Figure 1. Cell classes on the final placement (run 1).
Scale: 3 px per µm.
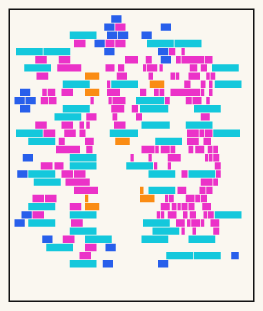
Figure 2. The clock network (run 1).
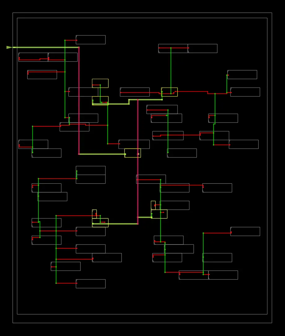
Figure 3. Cell density map (run 1).
Scale: 4 px per µm. 8 x 10 tiles, from black (low) to pale yellow (high), 0 to 100% covered.
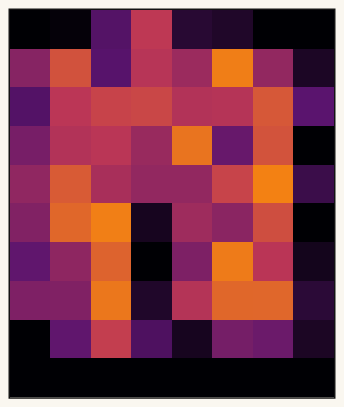
<file path="src/rtl/seg_scan_ctrl.sv">
// seg_scan_ctrl: time-multiplexed 7-segment scan controller with blanking gaps,
// leading-zero suppression and per-digit masking over a shared decoder bus.
module seg_scan_ctrl #(
    parameter int DIGITS       = 4,
    parameter int PRESCALE     = 50000,
    parameter int BLANK_CYCLES = 500
) (
    input  logic                      clk,
    input  logic                      rst_n,
    input  logic                      en,
    input  logic                      wr_en,
    input  logic [$clog2(DIGITS)-1:0] wr_addr,
    input  logic [3:0]                wr_data,
    input  logic [DIGITS-1:0]         blank_mask,
    input  logic                      lz_en,
    output logic [3:0]                bcd,
    output logic [DIGITS-1:0]         digit_an,
    output logic                      frame_tick
);
    localparam int IW = $clog2(DIGITS);
    localparam int CW = $clog2(PRESCALE > BLANK_CYCLES ? PRESCALE : BLANK_CYCLES);
    localparam logic [IW:0]   NDIG   = DIGITS[IW:0];
    localparam logic [IW-1:0] I_LAST = IW'(DIGITS - 1);
    localparam logic [CW-1:0] B_LAST = CW'(BLANK_CYCLES - 1);
    localparam logic [CW-1:0] P_LAST = CW'(PRESCALE - 1);
    localparam logic [CW-1:0] P_TICK = CW'(PRESCALE - 2);

    typedef enum logic {BLANK, SHOW} state_t;

    state_t            state_q;
    logic [CW-1:0]     cnt_q;
    logic [IW-1:0]     idx_q;
    logic [3:0]        regs_q [DIGITS];
    logic [3:0]        bcd_q;
    logic [DIGITS-1:0] an_q;
    logic              tick_q;
    logic [DIGITS-1:0] zero_from;
    logic              all_z;
    logic              sup_d;

    // zero_from[i] is set when every digit at or above i holds zero
    always_comb begin
        zero_from = '0;
        all_z = 1'b1;
        for (int i = DIGITS - 1; i >= 0; i--) begin
            all_z = all_z && (regs_q[i] == 4'h0);
            zero_from[i] = all_z;
        end
        sup_d = blank_mask[idx_q] | (lz_en && idx_q != '0 && zero_from[idx_q]);
    end

    always_ff @(posedge clk or negedge rst_n) begin
        if (!rst_n) begin
            for (int i = 0; i < DIGITS; i++) regs_q[i] <= 4'h0;
            state_q <= BLANK;
            cnt_q   <= '0;
            idx_q   <= '0;
            bcd_q   <= 4'h0;
            an_q    <= '1;
            tick_q  <= 1'b0;
        end else begin
            if (wr_en && {1'b0, wr_addr} < NDIG) regs_q[wr_addr] <= wr_data;
            tick_q <= 1'b0;
            if (!en) begin
                state_q <= BLANK;
                cnt_q   <= '0;
                idx_q   <= '0;
                an_q    <= '1;
            end else if (state_q == BLANK) begin
                if (cnt_q == B_LAST) begin
                    state_q <= SHOW;
                    cnt_q   <= '0;
                    bcd_q   <= regs_q[idx_q];
                    an_q    <= sup_d ? '1 : ~(DIGITS'(1) << idx_q);
                end else begin
                    cnt_q <= cnt_q + 1'b1;
                end
            end else begin
                // raised one edge early so the pulse lands on the last SHOW cycle of the frame
                tick_q <= (idx_q == I_LAST) && (cnt_q == P_TICK);
                if (cnt_q == P_LAST) begin
                    state_q <= BLANK;
                    cnt_q   <= '0;
                    an_q    <= '1;
                    idx_q   <= (idx_q == I_LAST) ? '0 : idx_q + 1'b1;
                end else begin
                    cnt_q <= cnt_q + 1'b1;
                end
            end
        end
    end

    assign bcd        = bcd_q;
    assign digit_an   = an_q;
    assign frame_tick = tick_q;
endmodule

</file>
<file path="config.mk">
export PLATFORM = sky130hd
export DESIGN_NAME = seg_scan_ctrl
export DESIGN_NICKNAME = d
export VERILOG_FILES = /design/src/rtl/seg_scan_ctrl.sv
export SDC_FILE = /design/constraint.sdc
export NUM_CORES = 1
export LEC_CHECK = 0
export CORE_ASPECT_RATIO = 1.2
export CORE_UTILIZATION = 30
export DETAILED_ROUTE_END_ITERATION = 8
export GPL_TIMING_DRIVEN = 1
export PLACE_DENSITY_LB_ADDON = 0.08
export SKIP_LAST_GASP = 1
export SLEW_MARGIN = 20
export SYNTH_ARGS = -nofsm -noshare
export SYNTH_HDL_FRONTEND = slang
export SYNTH_SLANG_ARGS = --single-unit
</file>
<file path="constraint.sdc">
create_clock -name clk -period 6.5 [get_ports clk]
set_clock_uncertainty 0.15 [all_clocks]
set_input_delay 1.95 -clock clk [delete_from_list [all_inputs] [get_ports clk]]
set_output_delay 1.95 -clock clk [all_outputs]
set_load 0.01 [all_outputs]
</file>
==> out/results.ini, run 1 <==
[status]
status = finished, final reports clean

[final_timing]
finalSetupTns_ns = 0
hold_violations = 0
hold_ws_ns = 0.3588
setup_slack_ns = 2.895
slew_viol_final = 0
relSlewSlack_pct = 57.92
period_minus_slack_ns = 3.605

[floorplanning]
initCoreUtil_pct = 31.09
dieWidth_um = 81.03

[logic_synthesis]
synth.distinct_cells = 39
synth_cells = 188
yosys-stat-area_um2 = 2248
yosys_warnings = 0
synth_area_um2 = 2248
avgSynthCellArea_um2 = 11.96
ys_ff = 44
synth-edff-count = 0

[placement]
pre_cts_ws_ns = 2.577
finalWeightedCongestion = 0.7557
hpwl_um = 3784

[detailed_routing]
drt_iter0_drc = 97
ant_nets = 0

[clock_tree]
cts-root-buf = clkbuf_8
cts_resized = 0
clock_latency_ns = 0.30
htree_num_levels = 2
cts_tree = built
path_clk_slew_ns = 0.08

[worst_setup_path]
ff2ff_path_depth = 5
r2r_slack_ns = 3.64
cp_top_family = buffers and inverters
critPathMaxStageDelay_ns = 0.64
criticalPathCategory = input pin to flop
worstSetupStartpoint = en

[flow_run]
cap_violations = 0

[power]
p_sw_w = 0.0001361
p_total_w = 0.0005533
p_clk_share_pct = 32.5

[final_layout]
syn_to_final_growth_pct = 17.31
drive_above_1_share_pct = 18.69
fill_cells = 754

[global_route]
globalRoute.totalOverflow = 0
grt_busiest_layer = met2
gr-usage-met1_pct = 15.99

[min_path]
whs_endpoint = bcd[3]$_DFFE_PN0P_
min-delay-start = bcd[3]$_DFFE_PN0P_

## Picture notes: Figure 1
Magenta is remaining logic cells, cells 139, share of their area 44%. Cyan is registers, cells 44, share of their area 44%. Blue is remaining buffers and delay cells, cells 23, share of their area 9.0%. Orange is clock drivers and dummy loads, cells 8, share of their area 3.6%.
core area: 7232 µm²
row count: 34
Seq/total area: 41.94%
Util after Layout: 36.47%
final instance area: 2638 µm²

## Picture notes: Figure 2
clock net sink count: 44
# clk buffers: 8

## Picture notes: Figure 3
The densest ninth of the die: west. The fullest tile reaches 72%. The emptiest ninth of the die: south. 20% of the tiles are nearly empty. The mean over all tiles is 32%.

==> run 1: cells in the mapped netlist (all sizes together), types with 5 or more instances <==
cell type  number  area (µm²)
dfrtp          40        1001
mux2           21       236.5
nor2           15       56.30
nand2          10       37.54
nand3           7       35.03
a21oi           6       30.03
ha              6       75.07
nor3            6       30.03
nor4            6       52.55
nand4           5       31.28
or4             5       45.04
xnor2           5       43.79
xor2            5       43.79
==> run 1: power by group through the flow <==
stage | logic (W) | clock network (W) | registers [W]
after floorplan | 0.0000388 | 0 | 0.000311
after global placement | 0.0000588 | 0 | 0.000319
after detailed placement | 0.0000603 | 0 | 0.000320
after CTS | 0.0000607 | 0.000185 | 0.000314
after global routing | 0.0000663 | 0.000197 | 0.000317
final | 0.0000593 | 0.000180 | 0.000314
==> run 1: area by class of cell <==
class | instances | area share, %
Clock buffer | 8 | 3.416
Sequential cell | 44 | 41.94
Multi-Input combinational cell | 135 | 41.18
Tap cell | 90 | 4.269
Timing Repair Buffer | 23 | 8.634
Inverter | 4 | 0.5693
==> run 1: kinds of logic after synthesis <==
group | synth area share, %
buffers and inverters | 2.504
AND-OR/OR-AND | 5.231
adder cells (fa/ha/maj) | 3.339
multiplexers | 16.31
XOR/XNOR | 3.895
flip-flops | 49.19
AND/OR/NAND/NOR | 19.53
==> run 1: routing by layer <==
layer / vias up / routed length (µm)
met5: - / 0
met4: 0 / 154
met3: 11 / 147
met2: 28 / 2734
met1: 771 / 1969
li1: 743 / -
==> run 1: state kept, by name (all words and copies together), names as in the netlist <==
| signal | cells |
|---|---|
| digit_an | 4 |
| cnt_q | 16 |
| state_q | 1 |
| bcd | 4 |
| idx_q | 2 |
| frame_tick | 1 |
| regs_q | 16 |
==> run 2, diff against run 1 <==
clock period = 3.1 ns   (was 6.5 ns; I/O delays follow)
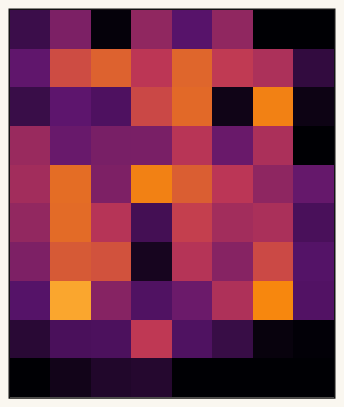
Figure 4: run 2, cell density map.
Scale: 4 px per µm. 8 x 10 tiles, from black (low) to pale yellow (high), 0 to 100% covered.
The mean over all tiles is 32%. The fullest tile reaches 81%. The emptiest ninth of the die: south-east. 1.3% of the tiles are over 75% full. 13% of the tiles are nearly empty.

==> out/results.ini, run 2 <==
[floorplanning]
std_cell_rows = 34
core_area_um2 = 7232

[status]
status = finished, final reports clean

[logic_synthesis]
synth-edff-count = 0
most_common_cell = dfrtp_1
synthTopCellsByCount = dfrtp_1, mux2_2, nor2_1, nand2_1, nand3_1
synth_cells = 188
yosys_warnings = 0
ys_ff = 44
top_area_cell = dfrtp_1
synth.distinct_cells = 39

[final_layout]
fill_cells = 737
largest_cell_class = registers
comb_area_share_pct = 40.98
syn_to_final_growth_pct = 17.86
logic_gates = 135
non_clock_buffer_area_share_pct = 9.065
clock_buffers = 8
sh_seq_area_pct = 41.74

[clock_tree]
path_clk_slew_ns = 0.08
cts_tree = built
cts_resized = 0
cts-root-buf = clkbuf_8
cts_sinks = 44

[placement]
pre_cts_ws_ns = 0.3351
finalWeightedCongestion = 0.8170

[global_route]
globalRoute.totalOverflow = 0

[worst_setup_path]
critPathMaxStageDelay_ns = 0.45
criticalPathCategory = input pin to flop

[final_timing]
hold_ws_ns = 0.3641
slew_viol_final = 0
finalSetupTns_ns = 0
setup_slack_ns = 0.6173

[detailed_routing]
drt_iter0_drc = 108
ant_nets = 0

[power]
p_total_w = 0.001164

run 2: netlist changes by cell type in the layout (fill, tap and decap cells not counted):
cell,previous run,this run
buf_4,1,2
buf_2,0,1
run 2: worst paths after layout:
kind | start | to | slack (ns) | cells after the start
min in group asynchronous | rst_n | cnt_q[9]$_DFF_PN0_ | 0.39 | 1
hold / removal | bcd[3]$_DFFE_PN0P_ | bcd[3]$_DFFE_PN0P_ | 0.36 | 1
setup reg to reg | cnt_q[0]$_DFF_PN0_ | cnt_q[8]$_DFF_PN0_ | 0.65 | 6
hold reg to reg | bcd[3]$_DFFE_PN0P_ | bcd[3]$_DFFE_PN0P_ | 0.36 | 1
max in group asynchronous | rst_n | cnt_q[1]$_DFF_PN0_ | 1.68 | 2
setup / recovery | lz_en | digit_an[1]$_DFFE_PN1P_ | 0.62 | 5
run 2: cells by family (layout without fill, tap and decap cells):
group	count (synthesis)	after routing	share of synthesized area, %
AOI/OAI and AO/OA	16	16	5.231
xor gates and xnor gates	10	10	3.895
adders and majority gates	6	6	3.339
buffers and inverters	9	37	2.504
DFF	44	44	49.19
muxes	29	29	16.31
and+or+nand+nor	74	74	19.53
run 2: power breakdown:
| group | internal [W] | switching [W] | leakage (nW) |
|---|---|---|---|
| clock | 0.000182 | 0.000195 | 0.0455 |
| combinational | 0.0000751 | 0.0000517 | 0.404 |
| sequential | 0.000619 | 0.0000407 | 0.564 |
run 2: per-layer routing:
| metal | track usage [%] | wire [µm] | share of wire [%] | vias to the layer above |
|---|---|---|---|---|
| met5 | 0 | 0 | 0 | - |
| met4 | 4.258 | 87 | 1.7 | 0 |
| met3 | 2.830 | 134 | 2.6 | 7 |
| met2 | 27.67 | 2956 | 56 | 30 |
| met1 | 16.54 | 2069 | 39 | 825 |
| li1 | - | - | - | 748 |
==> run 3, diff against run 2 <==
clock period = 2.2 ns   (was 3.1 ns; I/O delays follow)
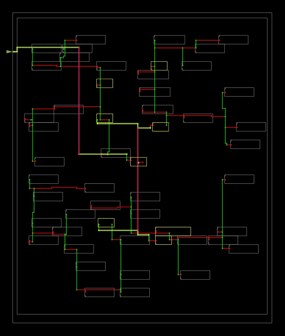
Figure 5: run 3, the clock network.
Latency at later pin: 0.30 ns
flip-flops: 44
clock network power: 0.000676 W
number of buffers created by CTS: 5
# clk buffers: 7

==> out/results.ini, run 3 <==
[floorplanning]
initCoreUtil_pct = 31.09
std_cell_rows = 34
dieWidth_um = 81.03

[logic_synthesis]
yosys_warnings = 0
most_common_cell = dfrtp_1
synth_cells = 188
top_cell_area_share_pct = 44.52
topCellsByArea = dfrtp_1, mux2_2, dfstp_2, mux4_2, ha_1
synth-edff-count = 0
synthTopCellsByCount = dfrtp_1, mux2_2, nor2_1, nand2_1, nand3_1
ys_ff = 44
synth_area_um2 = 2248

[power]
seqPwrFrac_pct = 51.2
p_clk_share_pct = 37.4
swShare_pct = 22.62
p_total_w = 0.001809
p_sw_w = 0.0004091

[placement]
pre_cts_ws_ns = -0.2233
finalWeightedCongestion = 0.7760
hpwl_um = 4070

[final_layout]
top_regs = cnt_q x16, regs_q x16
post-route-util_pct = 41.04
drive_above_1_share_pct = 32.51
syn_to_final_growth_pct = 32.00

[worst_setup_path]
reg2reg_from = cnt_q[10]$_DFF_PN0_
criticalPathCategory = flop to flop
r2r_slack_ns = 0.04
reg2reg_to = state_q$_DFF_PN0_
cp_top_family = simple AND/OR/NAND/NOR gates
critPathMaxStageDelay_ns = 0.59

[clock_tree]
cts_sinks = 44
htree_num_levels = 2
cts_tree = built

[final_timing]
hold_violations = 0
period_minus_slack_ns = 2.162
setup_slack_ns = 0.03773
hold_ws_ns = 0.1703
slew_viol_final = 0
relSlewSlack_pct = 78.55

[detailed_routing]
drt_iter0_drc = 37

[status]
status = finished, final reports clean

[global_route]
globalRoute.totalOverflow = 0

==> run 3: cell counts after synthesis <==
No cell type changed its count.
==> run 3: how the worst max path moves through the flow <==
| stage | start | end | slack [ns] | depth (start not counted) |
|---|---|---|---|---|
| 4_1_cts | digit_an[1]$_DFFE_PN1P_ | digit_an[1] | 0.002 | 1 |
| 5_1_grt | cnt_q[10]$_DFF_PN0_ | state_q$_DFF_PN0_ | -0.05 | 5 |
| 3_3_place_gp | lz_en | digit_an[1]$_DFFE_PN1P_ | -0.16 | 5 |
| 2_1_floorplan | cnt_q[1]$_DFF_PN0_ | digit_an[0]$_DFFE_PN1P_ | -0.09 | 6 |
| 3_5_place_dp | lz_en | digit_an[3]$_DFFE_PN1P_ | -0.22 | 5 |
| 6_report | cnt_q[10]$_DFF_PN0_ | state_q$_DFF_PN0_ | 0.04 | 5 |
==> run 3: cells by family after synthesis <==
group	Yosys count	synth area share (%)
multiplexers	29	16.31
AND-OR/OR-AND	16	5.231
adder cells (fa/ha/maj)	6	3.339
buffers and inverters	9	2.504
flip-flops	44	49.19
XOR/XNOR	10	3.895
AND/OR/NAND/NOR	74	19.53
==> run 3: routing by layer <==
layer  global-route usage (%)  wire (µm)  vias to the layer above
met5                        0          0                        -
met2                    28.83       3168                       21
met3                    3.208        102                        9
li1                         -          -                      800
met1                    15.54       1971                      849
met4                    5.495        119                        0
==> run 3: final cells by class <==
class / instances / area [µm²]
Clock buffer: 7 / 96.34
Clock inverter: 1 / 30.03
Fill cell: 717 / 4264
Inverter: 4 / 15.01
Multi-Input combinational cell: 135 / 1130
Sequential cell: 44 / 1106
Tap cell: 90 / 112.6
Timing Repair Buffer: 52 / 478.0
No activity file was given, so power comes from the tool's default toggle rates.
